--- src/rtl/pifo_task_issuer.sv ---
// Host-side task issuer for one PIFO lane: issues push/pop tasks under backpressure and pop credits,
// collects level-0 pop results in a FWFT response FIFO and checks them in order against issued pops.
module pifo_task_issuer #(
   parameter int unsigned PTW       = 16,
   parameter int unsigned MTW       = 0,
   parameter int unsigned TREE_NUM  = 4,
   parameter int unsigned RSP_DEPTH = 8,
   parameter int unsigned TIMEOUT   = 255,
   localparam int unsigned DW       = PTW + MTW,
   localparam int unsigned TIDW     = $clog2(TREE_NUM),
   localparam int unsigned CNTW     = $clog2(TIMEOUT + 1),
   localparam int unsigned AW       = $clog2(RSP_DEPTH),
   localparam int unsigned OCW      = AW + 1
) (
   input  logic            i_clk,
   input  logic            i_rst,
   input  logic            i_req_valid,
   input  logic            i_req_is_push,
   input  logic [TIDW-1:0] i_req_tree_id,
   input  logic [DW-1:0]   i_req_data,
   output logic            o_req_ready,
   output logic            o_push,
   output logic            o_pop,
   output logic [TIDW-1:0] o_tree_id,
   output logic [DW-1:0]   o_push_data,
   input  logic            i_task_fifo_full,
   input  logic            i_pop_valid,
   input  logic [TIDW-1:0] i_pop_tree_id,
   input  logic [DW-1:0]   i_pop_data,
   output logic            o_rsp_valid,
   input  logic            i_rsp_ready,
   output logic [TIDW-1:0] o_rsp_tree_id,
   output logic [DW-1:0]   o_rsp_data,
   output logic            o_rsp_empty,
   output logic            o_err_order,
   output logic            o_err_timeout,
   output logic [OCW-1:0]  o_outstanding
);

   localparam logic [OCW-1:0]  DEPTH_C   = OCW'(RSP_DEPTH);
   localparam logic [OCW:0]    CREDIT_C  = (OCW + 1)'(RSP_DEPTH);
   localparam logic [CNTW-1:0] TO_C      = CNTW'(TIMEOUT);
   localparam logic [CNTW-1:0] TO_M1_C   = CNTW'(TIMEOUT - 1);

   typedef enum logic [1:0] {
      S_IDLE,
      S_ISSUE,
      S_GAP
   } state_t;

   state_t state_q, state_d;

   logic            accept;
   logic            credit_ok;
   logic [OCW:0]    credit_sum;
   logic            tag_wr, tag_rd;
   logic [TIDW-1:0] tag_mem [RSP_DEPTH];
   logic [AW-1:0]   tag_wp, tag_rp;
   logic [TIDW-1:0] tag_head;

   logic [TIDW+DW-1:0] rsp_mem [RSP_DEPTH];
   logic [AW-1:0]      rsp_wp, rsp_rp;
   logic [OCW-1:0]     rsp_cnt;
   logic               rsp_wr, rsp_rd;
   logic [TIDW+DW-1:0] rsp_head;

   logic [CNTW-1:0] age_q;

   // Credits count both in-flight pops and results parked in the response FIFO
   assign credit_sum = {1'b0, o_outstanding} + {1'b0, rsp_cnt};
   assign credit_ok  = credit_sum < CREDIT_C;

   always_comb begin
      o_req_ready = !i_rst && !i_task_fifo_full && (state_q != S_ISSUE)
                    && (i_req_is_push || credit_ok);
      accept      = i_req_valid && o_req_ready;
   end

   always_comb begin
      state_d = state_q;
      unique case (state_q)
         S_IDLE:  if (accept) state_d = S_ISSUE;
         S_ISSUE: state_d = S_GAP;
         S_GAP:   state_d = accept ? S_ISSUE : S_IDLE;
         default: state_d = S_IDLE;
      endcase
   end

   always_ff @(posedge i_clk) begin
      if (i_rst) begin
         state_q     <= S_IDLE;
         o_push      <= 1'b0;
         o_pop       <= 1'b0;
         o_tree_id   <= '0;
         o_push_data <= '0;
      end else begin
         state_q <= state_d;
         o_push  <= accept && i_req_is_push;
         o_pop   <= accept && !i_req_is_push;
         if (accept) begin
            o_tree_id   <= i_req_tree_id;
            o_push_data <= i_req_is_push ? i_req_data : '0;
         end
      end
   end

   // Tag FIFO occupancy is o_outstanding itself; only pointers are kept
   assign tag_wr   = accept && !i_req_is_push;
   assign tag_rd   = i_pop_valid && (o_outstanding != '0);
   assign tag_head = tag_mem[tag_rp];

   always_ff @(posedge i_clk) begin
      if (tag_wr) tag_mem[tag_wp] <= i_req_tree_id;
   end

   always_ff @(posedge i_clk) begin
      if (i_rst) begin
         tag_wp        <= '0;
         tag_rp        <= '0;
         o_outstanding <= '0;
         o_err_order   <= 1'b0;
      end else begin
         if (tag_wr) tag_wp <= tag_wp + 1'b1;
         if (tag_rd) tag_rp <= tag_rp + 1'b1;
         unique case ({tag_wr, tag_rd})
            2'b10:   o_outstanding <= o_outstanding + 1'b1;
            2'b01:   o_outstanding <= o_outstanding - 1'b1;
            default: o_outstanding <= o_outstanding;
         endcase
         if (i_pop_valid && ((o_outstanding == '0) || (i_pop_tree_id != tag_head)))
            o_err_order <= 1'b1;
      end
   end

   assign rsp_rd   = o_rsp_valid && i_rsp_ready;
   assign rsp_wr   = i_pop_valid && (rsp_cnt != DEPTH_C);
   assign rsp_head = rsp_mem[rsp_rp];

   always_ff @(posedge i_clk) begin
      if (rsp_wr) rsp_mem[rsp_wp] <= {i_pop_tree_id, i_pop_data};
   end

   always_ff @(posedge i_clk) begin
      if (i_rst) begin
         rsp_wp  <= '0;
         rsp_rp  <= '0;
         rsp_cnt <= '0;
      end else begin
         if (rsp_wr) rsp_wp <= rsp_wp + 1'b1;
         if (rsp_rd) rsp_rp <= rsp_rp + 1'b1;
         unique case ({rsp_wr, rsp_rd})
            2'b10:   rsp_cnt <= rsp_cnt + 1'b1;
            2'b01:   rsp_cnt <= rsp_cnt - 1'b1;
            default: rsp_cnt <= rsp_cnt;
         endcase
      end
   end

   // Head is gated so stale storage never shows on the outputs while empty
   always_comb begin
      o_rsp_valid   = rsp_cnt != '0;
      o_rsp_tree_id = o_rsp_valid ? rsp_head[DW +: TIDW] : '0;
      o_rsp_data    = o_rsp_valid ? rsp_head[DW-1:0] : '0;
      o_rsp_empty   = o_rsp_valid && (&o_rsp_data);
   end

   always_ff @(posedge i_clk) begin
      if (i_rst) begin
         age_q         <= '0;
         o_err_timeout <= 1'b0;
      end else if (i_pop_valid || (o_outstanding == '0)) begin
         age_q <= '0;
      end else if (age_q != TO_C) begin
         age_q <= age_q + 1'b1;
         if (age_q == TO_M1_C) o_err_timeout <= 1'b1;
      end
   end

endmodule
--- config.mk ---
export PLATFORM = sky130hd
export DESIGN_NAME = pifo_task_issuer
export DESIGN_NICKNAME = d
export VERILOG_FILES = /design/src/rtl/pifo_task_issuer.sv
export SDC_FILE = /design/constraint.sdc
export NUM_CORES = 1
export LEC_CHECK = 0
export CORE_ASPECT_RATIO = 1.5
export CORE_MARGIN = 8
export CORE_UTILIZATION = 36
export CTS_BUF_LIST = sky130_fd_sc_hd__clkbuf_2
export CTS_CLUSTER_SIZE = 28
export DETAILED_ROUTE_END_ITERATION = 8
export MAX_ROUTING_LAYER = met4
export PLACE_DENSITY = 0.6
export SLEW_MARGIN = 30
export SYNTH_ARGS = -nofsm -noshare
export SYNTH_HDL_FRONTEND = slang
export SYNTH_SLANG_ARGS = --single-unit
--- constraint.sdc ---
create_clock -name i_clk -period 4.8 [get_ports i_clk]
set_input_delay 1.44 -clock i_clk [delete_from_list [all_inputs] [get_ports i_clk]]
set_output_delay 1.44 -clock i_clk [all_outputs]
set_load 0.05 [all_outputs]
==> flow_summary_export.csv, run 1 <==
group,metric,value,unit
outcome,status,"finished clean",
setup_path,crit_path_top_delay_cell,"dfxtp_1",
clocking,insertion_delay,0.79,ns
clocking,cts_inserted_buffers,50,
clocking,cts_tree,"done",
setup_path,reg2regPathDepth,12,
setup_path,cp-end-kind,"primary output",
final_layout,layout_top_cell,"edfxtp_1",
clocking,root_buffer,"clkbuf_2",
synth,flop_cell,"edfxtp_1",
setup_path,crit_required,3.36,ns
pwr,ir_worst_vdd,270.0,uV
placed_design,dp_slack,0.3441,ns
routing,via_count,5237,
pwr,p_per_area,479.9,nW/um2
setup_path,path_max_fanout,13,
clocking,cts_resized,1,
global_route,grt_pass1_vias,5859,
routing,first_iter_violations,282,
final_layout,syn2layout_area_growth,20.66,%
synth,ys_ff,218,
final_layout,nets,758,
timing,finClkSkew,0.04848,ns
routing,antenna_left,0,
timing,min_period,4.511,ns
clocking,clock_sinks,218,
placed_design,hpwl,12480,um
routing,dr_wl_met2,9878,um
clocking,path_clk_slew,0.10,ns
setup_path,cp.buffers_inverters,1,
routing,firstDrtPassIters,4,
setup_path,critPathMaxStageDelay,0.76,ns
setup_path,cp.depth,6,
global_route,track_usage,0.1372,
die,fp.coreArea,23740,um2
timing,grt_setup_unrepaired,"false",
routing,dr.max_layer_used,"met4",
setup_path,reg2reg_slack,1.35,ns
die,fp.dieArea,29510,um2
synth,async_flop_share,0,
placed_design,dp_cells,966,
setup_path,crit_chain,"nor2b_1 > a22oi_1 > and3_1 > nand4_1 > nor4_1 > buf_4",
setup_path,cp-start-kind,"flip-flop",
-- run 1: power breakdown --
part | switching, mW | internal (mW) | total (mW) | leakage [nW]
clock | 0.707 | 0.457 | 1.16 | 0.337
combinational | 1.03 | 0.633 | 1.67 | 1.28
sequential | 0.0834 | 2.13 | 2.21 | 1.92
total | 1.82 | 3.22 | 5.04 | 3.54
-- run 1: cell families (layout without fill, tap and decap cells) --
family | count (synthesis) | in the layout | share of synthesized area
flip-flops | 218 | 218 | 0.6854
AND/OR/NAND/NOR | 155 | 155 | 0.09113
AND-OR/OR-AND | 62 | 62 | 0.04485
multiplexers | 62 | 62 | 0.1173
buffers and inverters | 37 | 200 | 0.01739
XOR/XNOR | 20 | 20 | 0.02012
adder cells (fa/ha/maj) | 16 | 16 | 0.02386
other | 0 | 1 | 0
-- run 1: through the flow --
stage | area [um2] | total power, mW | util
floorplan | 8705 | 3.379 | -
global placement | 10050 | 3.907 | 0.4232
detailed placement | 10050 | 3.940 | 0.4232
CTS | 10500 | 5.129 | 0.4422
global route | 10500 | 5.319 | 0.4424
finish | 10500 | 5.040 | 0.4424
-- run 1: area by class of cell --
| cell class | count | area, um2 |
|---|---|---|
| Clock inverter | 13 | 80.08 |
| Inverter | 10 | 37.54 |
| Antenna cell | 1 | 2.502 |
| Fill cell | 2174 | 13240 |
| Timing Repair Buffer | 104 | 1027 |
| Tap cell | 319 | 399.1 |
| Multi-Input combinational cell | 315 | 2620 |
| Sequential cell | 218 | 5971 |
| Clock buffer | 73 | 365.4 |
-- run 1: synthesized netlist by cell type (6+ instances only) --
library cell / n / share of area
xor2_1: 11 / 0.011
mux2i_1: 30 / 0.034
clkbuf_1: 14 / 0.0060
xnor2_1: 9 / 0.0091
a22oi_1: 8 / 0.0069
dfxtp_1: 58 / 0.13
mux4_2: 32 / 0.083
ha_1: 15 / 0.022
o21ai_0: 22 / 0.013
nand3_1: 8 / 0.0046
edfxtp_1: 160 / 0.55
nand3b_1: 16 / 0.014
buf_2: 7 / 0.0040
a21oi_1: 19 / 0.011
inv_1: 9 / 0.0039
nor3_1: 11 / 0.0063
and3_1: 8 / 0.0057
nand2_1: 34 / 0.015
nor4_1: 6 / 0.0043
nor2_1: 44 / 0.019
-- run 1: per-layer routing --
| metal | vias to the layer above | track usage |
|---|---|---|
| met5 | - | - |
| met4 | 0 | 0.05790 |
| met3 | 43 | 0.03676 |
| met2 | 183 | 0.2387 |
| met1 | 2551 | 0.1437 |
| li1 | 2460 | - |
-- run 1: flip-flops by register name, summed over array words and instances, names as in the netlist, named ones only --
| register | cells |
|---|---|
| rsp_mem | 144 |
| o_push_data | 16 |
| tag_mem | 16 |
| age_q | 8 |
| o_outstanding | 4 |
| rsp_cnt | 4 |
| rsp_rp | 3 |
| rsp_wp | 3 |
| tag_rp | 3 |
| tag_wp | 3 |
| o_tree_id | 2 |
| state_q | 2 |
| o_err_order | 1 |
| o_err_timeout | 1 |
| o_pop | 1 |
| o_push | 1 |
-- run 1: how the worst max path moves through the flow --
stage	end
floorplan	o_rsp_empty
global placement	rsp_cnt[3]
detailed placement	rsp_cnt[3]
CTS	o_rsp_tree_id[0]
global route	o_rsp_data[13]
finish	o_rsp_empty
Run 1, ports around the boundary:
Scale: 2 px per um. Pins as bars across the die edge, other pins in grey.
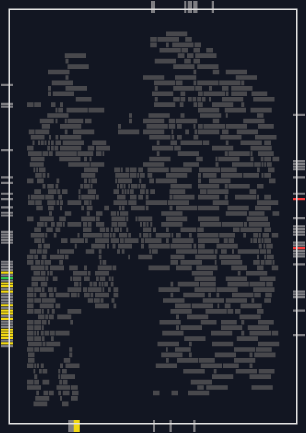
o_rsp_tree_id -> red  # pins 2, direction output, edge right
o_push_data -> yellow  # pins 16, direction output, edge 13 left, 3 bottom
o_push -> green  # pins 1, direction output, edge left
all pins by edge = 48 left, 25 right, 9 bottom, 8 top

Run 1, routed metal, one colour a layer:
Scale: 1.5 px per um. Only two layers are drawn.
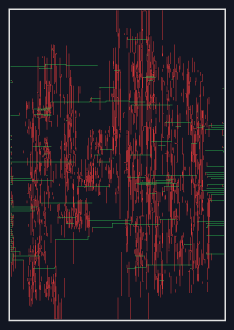
M2 -> red  # wire length 9880 um
M3 -> green  # wire length 1170 um

Run 1, wires at chosen ports, followed through buffers:
Scale: 1.5 px per um.
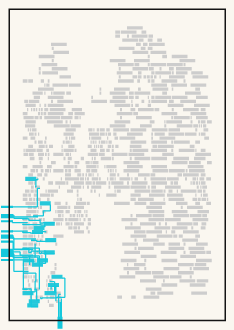
o_push_data -> cyan  # bits 16, direction output, edge 13 left, 3 bottom, end cells 16, buffers 16, wire 628 um
io pins: 90
Port-buffer cells: 89

==> run 2: changes to the inputs <==
Settings changed: DONT_BUFFER_PORTS set to 1, PLACE_DENSITY 0.6 to 0.55.
Run 2, placed standard cells:
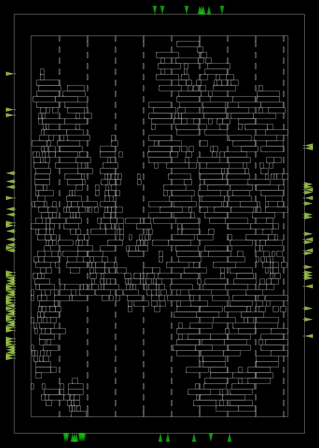
Seq/total area: 0.6125
FP Rows: 69
flip-flops: 218
# fillers: 2231

Run 2, metal 2:
Scale: 2 px per um.
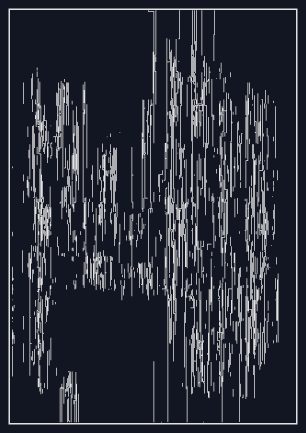
main direction = vertical
longest straight run = 66.3 um
wire length on this layer = 9670 um
share of all routed wire = 53%
nets with wire on the layer = 590
M2 GR Usage: 0.2309
drt total wl: 18410 um
vias: 4907

==> run 2 against run 1 <==
Sequential power is 3% higher. Hold slack better by 0.0034 ns. Highest routed layer unchanged. Clock skew up 0.026 ns. Non-clock buffer count shrank 72. First-iteration DRC count fell by 24%.
==> flow_summary_export.csv, run 2 <==
group,metric,value,unit
timing,grt_setup_unrepaired,"false",
setup_path,crit_path_top_delay_cell,"dfxtp_1",
die,fp.coreArea,23740,um2
final_layout,postLayoutCoreUtil,0.4105,
die,ioPinCount,90,
clocking,cts_resized,1,
setup_path,path_max_fanout,10,
timing,setup_viol,0,
final_layout,layout_top_cell,"edfxtp_1",
setup_path,cp.buffers_inverters,0,
final_layout,largest-register,"rsp_mem",
final_layout,nets,687,
synth,syn_avg_cell_area,15.27,um2
setup_path,cp-end-kind,"primary output",
clocking,cts_inserted_buffers,51,
die,fp.dieArea,29510,um2
clocking,h-tree-depth,2,
synth,yosys_area,8705,um2
final_layout,reg_top3,"rsp_mem (144), o_push_data (16), tag_mem (16)",
synth,syn_inst,570,
placed_design,dp_cells,894,
clocking,cts_tree,"done",
job,drv_cap,0,
synth,synthesis.area,8705,um2
placed_design,portBuffers,0,
pwr,p_per_area,504.4,nW/um2
synth,top_cell,"edfxtp_1",
setup_path,cp.depth,4,
timing,worst_pin_slew,0.7841,ns
pwr,ir_worst_vdd,316.2,uV
synth,flop_cell,"edfxtp_1",
routing,first_iter_violations,213,
routing,antenna_left,0,
placed_design,hpwl,12180,um
timing,min_period,4.518,ns
synth,yosysTopAreaCell,"edfxtp_1",
final_layout,syn2layout_area_growth,11.96,%
outcome,status,"finished clean",
synth,top_area_frac,0.5520,
synth,synthTopCellsByArea,"edfxtp_1, dfxtp_1, mux4_2",
timing,finalCritPeriodShare,0.9412,
clocking,insertion_delay,0.83,ns
clocking,hold_buffers,0,
clocking,path_clk_slew,0.11,ns
synth,ys_ff,218,
synth,synth_seq_share,0.6854,
timing,finClkSkew,0.07447,ns
clocking,root_buffer,"clkbuf_2",
pwr,finalPower,4.916,mW
synth,top_cells_by_count,"edfxtp_1, dfxtp_1, nor2_1",
setup_path,crit_chain,"ha_1 > a31o_1 > a2111oi_4 > o21a_1",
setup_path,crit_required,3.36,ns
setup_path,critPathMaxStageDelay,0.85,ns
clocking,clock_sinks,218,
final_layout,largest_register_ffs,144,
routing,firstDrtPassIters,4,
global_route,track_usage,0.1305,
setup_path,cp-start-kind,"flip-flop",
synth,async_flop_share,0,
setup_path,reg2regPathDepth,12,
global_route,grt_pass1_vias,5366,
hold_path,hold_path_depth,1,
timing,max_clock_freq,0.2214,GHz
-- run 2: cell counts after synthesis --
Identical to the previous run, type by type.
-- run 2: routing by layer --
layer | track usage | wire length [um] | vias to the layer above
met2 | 0.2309 | 9668 | 151
li1 | - | - | 2324
met3 | 0.04324 | 1521 | 39
met1 | 0.1279 | 6755 | 2393
met4 | 0.05600 | 467 | 0
met5 | - | 0 | -
-- run 2: worst paths after layout --
check             slack (ns)               end        startpoint
setup / recovery        0.28       o_req_ready  o_outstanding[1]
hold / removal          0.41        state_q[0]        state_q[0]
setup reg to reg        0.94  o_outstanding[2]  o_outstanding[1]
hold reg to reg         0.41        state_q[0]        state_q[0]
-- run 2: per-stage QoR --
step / hold WS (ns) / setup WS, ns / cell area [um2]
2_1_floorplan: 0.3845 / 0.09713 / 8705
3_5_place_dp: 0.3956 / 0.9298 / 9271
6_report: 0.4106 / 0.2824 / 9746
4_1_cts: 0.4115 / 0.1365 / 9741
5_1_grt: 0.4440 / 0.03211 / 9746
3_3_place_gp: 0.3942 / 1.003 / 9271
-- run 2: cell type report --
class | instances | area [um2] | area share
Multi-Input combinational cell | 315 | 2626 | 0.2695
Clock inverter | 20 | 117.6 | 0.01207
Sequential cell | 218 | 5969 | 0.6125
Antenna cell | 2 | 5.005 | 0.0005135
Clock buffer | 70 | 350.3 | 0.03595
Timing Repair Buffer | 32 | 240.2 | 0.02465
Inverter | 10 | 37.54 | 0.003852
Tap cell | 319 | 399.1 | 0.04096
-- run 2: kinds of logic (layout without fill, tap and decap cells) --
kind of cell | Yosys count | in the layout | share of synthesized area
buffers and inverters | 37 | 132 | 0.01739
xor gates and xnor gates | 20 | 20 | 0.02012
and+or+nand+nor | 155 | 155 | 0.09113
adders and majority gates | 16 | 16 | 0.02386
other | 0 | 2 | 0
DFF | 218 | 218 | 0.6854
AOI/OAI and AO/OA | 62 | 62 | 0.04485
muxes | 62 | 62 | 0.1173
-- run 2: power by group --
| part | total (mW) | leakage, nW | switching (mW) | internal, mW |
|---|---|---|---|---|
| Combinational | 1.47 | 1.03 | 0.942 | 0.527 |
| Clock | 1.17 | 0.352 | 0.714 | 0.458 |
| Sequential | 2.27 | 1.92 | 0.146 | 2.13 |
==> run 3: changes to the inputs <==
Settings changed: DONT_BUFFER_PORTS 1 to not set, PLACE_DENSITY 0.55 to 0.61.
Run 3, placed standard cells:
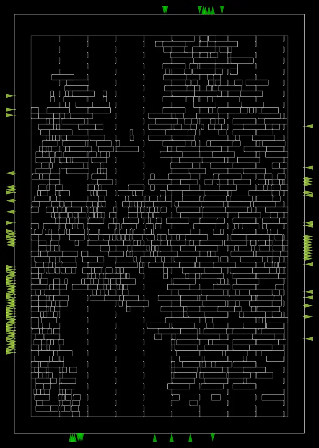
Seq/total area: 0.5646
# Taps: 319
# fillers: 2148
core area: 23740 um2
Layout Cells excl Fill: 1054

Run 3, metal 2:
Scale: 2 px per um.
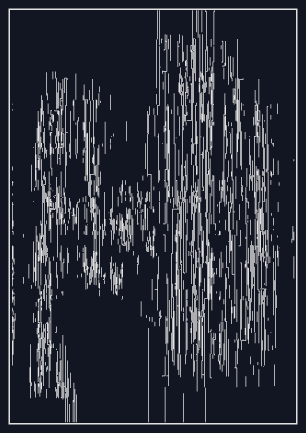
wire length on this layer = 10000 um
nets with wire on the layer = 666
longest straight run = 75.1 um
main direction = vertical
drt total wl: 18870 um
M2 GR Usage: 0.2383
vias: 5227

==> run 3 against run 2 <==
Hold slack improved by 0.021 ns. Sequential share of layout area decreased by 4.8 points. Flip-flop count unchanged. Clock power rose by 7%. Maximum frequency grew 2.3%. Combinational power increased by 14%. Total power grew 4.5%. Area after synthesis stayed put.
==> flow_summary_export.csv, run 3 <==
group,metric,value,unit
synth,synth.cellmix.compoundShare,0.04485,
timing,slew_violations,0,
routing,drc,0,
pwr,p_per_area,485.7,nW/um2
setup_path,reg2regPathDepth,12,
clocking,root_buffer,"clkbuf_2",
synth,syn_avg_cell_area,15.27,um2
placed_design,placed_area,10060,um2
timing,finClkSkew,0.04494,ns
synth,top_cell,"edfxtp_1",
global_route,track_usage,0.1337,
placed_design,portBuffers,89,
setup_path,crit_path_top_delay_cell,"dfxtp_1",
setup_path,cp-end-kind,"primary output",
clocking,insertion_delay,0.76,ns
synth,simple_gate_share,0.09113,
setup_path,critPathMaxStageDelay,0.47,ns
final_layout,largest_register_ffs,144,
timing,setup_viol,0,
synth,synthesis.area,8705,um2
routing,antenna_left,0,
clocking,cts_resized,0,
setup_path,crit_chain,"nor4_2 > buf_4 > inv_1 > and2_1 > a22o_1 > nand2_1 > nor4_1 > buf_4",
outcome,status,"finished clean",
synth,synth-xor-area-share,0.02012,
synth,top_area_frac,0.5520,
die,ioPinCount,90,
final_layout,syn2layout_area_growth,21.49,%
setup_path,cp.depth,8,
clocking,cts_tree,"done",
timing,worst_pin_slew,0.5852,ns
final_layout,finalInstanceArea,10580,um2
die,fp.dieArea,29510,um2
final_layout,postLayoutCoreUtil,0.4454,
final_layout,nets,759,
placed_design,gp_congestion,0.7691,
global_route,grt_pass1_vias,5799,
setup_path,path_max_fanout,11,
clocking,clock_sinks,218,
clocking,path_clk_slew,0.11,ns
routing,firstDrtPassIters,5,
synth,async_flop_share,0,
synth,top_logic_kind,"multiplexers",
synth,ys_ff,218,
clocking,h-tree-depth,2,
synth,ys_sh_mux,0.1173,
hold_path,hold_path_depth,1,
job,drv_cap,0,
timing,min_period,4.418,ns
setup_path,crit_family,"simple AND/OR/NAND/NOR gates",
global_route,grt_overflow,0,
synth,top_cells_by_count,"edfxtp_1, dfxtp_1, nor2_1",
timing,finalCritPeriodShare,0.9203,
clocking,cts_inserted_buffers,51,
timing,max_clock_freq,0.2264,GHz
setup_path,cp-start-kind,"flip-flop",
setup_path,crit_required,3.36,ns
synth,flop_cell,"edfxtp_1",
clocking,hold_buffers,0,
synth,synth_seq_share,0.6854,
setup_path,cp.buffers_inverters,3,
die,rows,69,
run 3: worst paths after layout:
path | end | slack [ns] | from
worst min register to register | state_q[0] | 0.43 | state_q[0]
worst max register to register | o_outstanding[2] | 1.33 | o_outstanding[1]
worst max-delay path | o_rsp_empty | 0.38 | rsp_cnt[1]
worst min-delay path | state_q[0] | 0.43 | state_q[0]
run 3: metal layers:
layer	GRT usage	wire length [um]	share of wire
met5	-	0	0
met4	0.04876	437	0.023
met3	0.03607	1272	0.067
met2	0.2383	9999	0.53
met1	0.1378	7155	0.38
run 3: per-stage QoR:
| stage | power, mW | worst slack, ns | hold slack [ns] | cells |
|---|---|---|---|---|
| finish | 5.136 | 0.3824 | 0.4313 | 1054 |
| global route | 5.425 | 0.05318 | 0.4622 | 1054 |
| CTS | 5.230 | 0.06416 | 0.4438 | 1052 |
| detailed placement | 3.961 | 0.4598 | 0.4281 | 966 |
| global placement | 3.926 | 0.5215 | 0.3949 | 966 |
| floorplan | 3.379 | 0.09713 | 0.3845 | 570 |
run 3: logic make-up (layout without fill, tap and decap cells):
kind of cell	Yosys count	count (layout)
adder cells (fa/ha/maj)	16	16
buffers and inverters	37	200
XOR/XNOR	20	20
flip-flops	218	218
multiplexers	62	62
AND/OR/NAND/NOR	155	155
other	0	2
AND-OR/OR-AND	62	62
run 3: layout make-up:
| class | count | area, um2 |
|---|---|---|
| repair buffers | 104 | 1049 |
| inverters | 10 | 37.54 |
| diodes | 2 | 5.005 |
| multi-input cells | 315 | 2620 |
| clock buffers | 72 | 360.3 |
| well taps | 319 | 399.1 |
| flip-flops and latches | 218 | 5971 |
| fillers | 2148 | 13170 |
| clock inverters | 14 | 133.9 |
run 3: where the power goes:
part / switching, mW / internal [mW]
clock network: 0.686 / 0.560
logic: 1.04 / 0.639
registers: 0.0818 / 2.13
total: 1.81 / 3.33
Power and IR drop assume default switching activity.
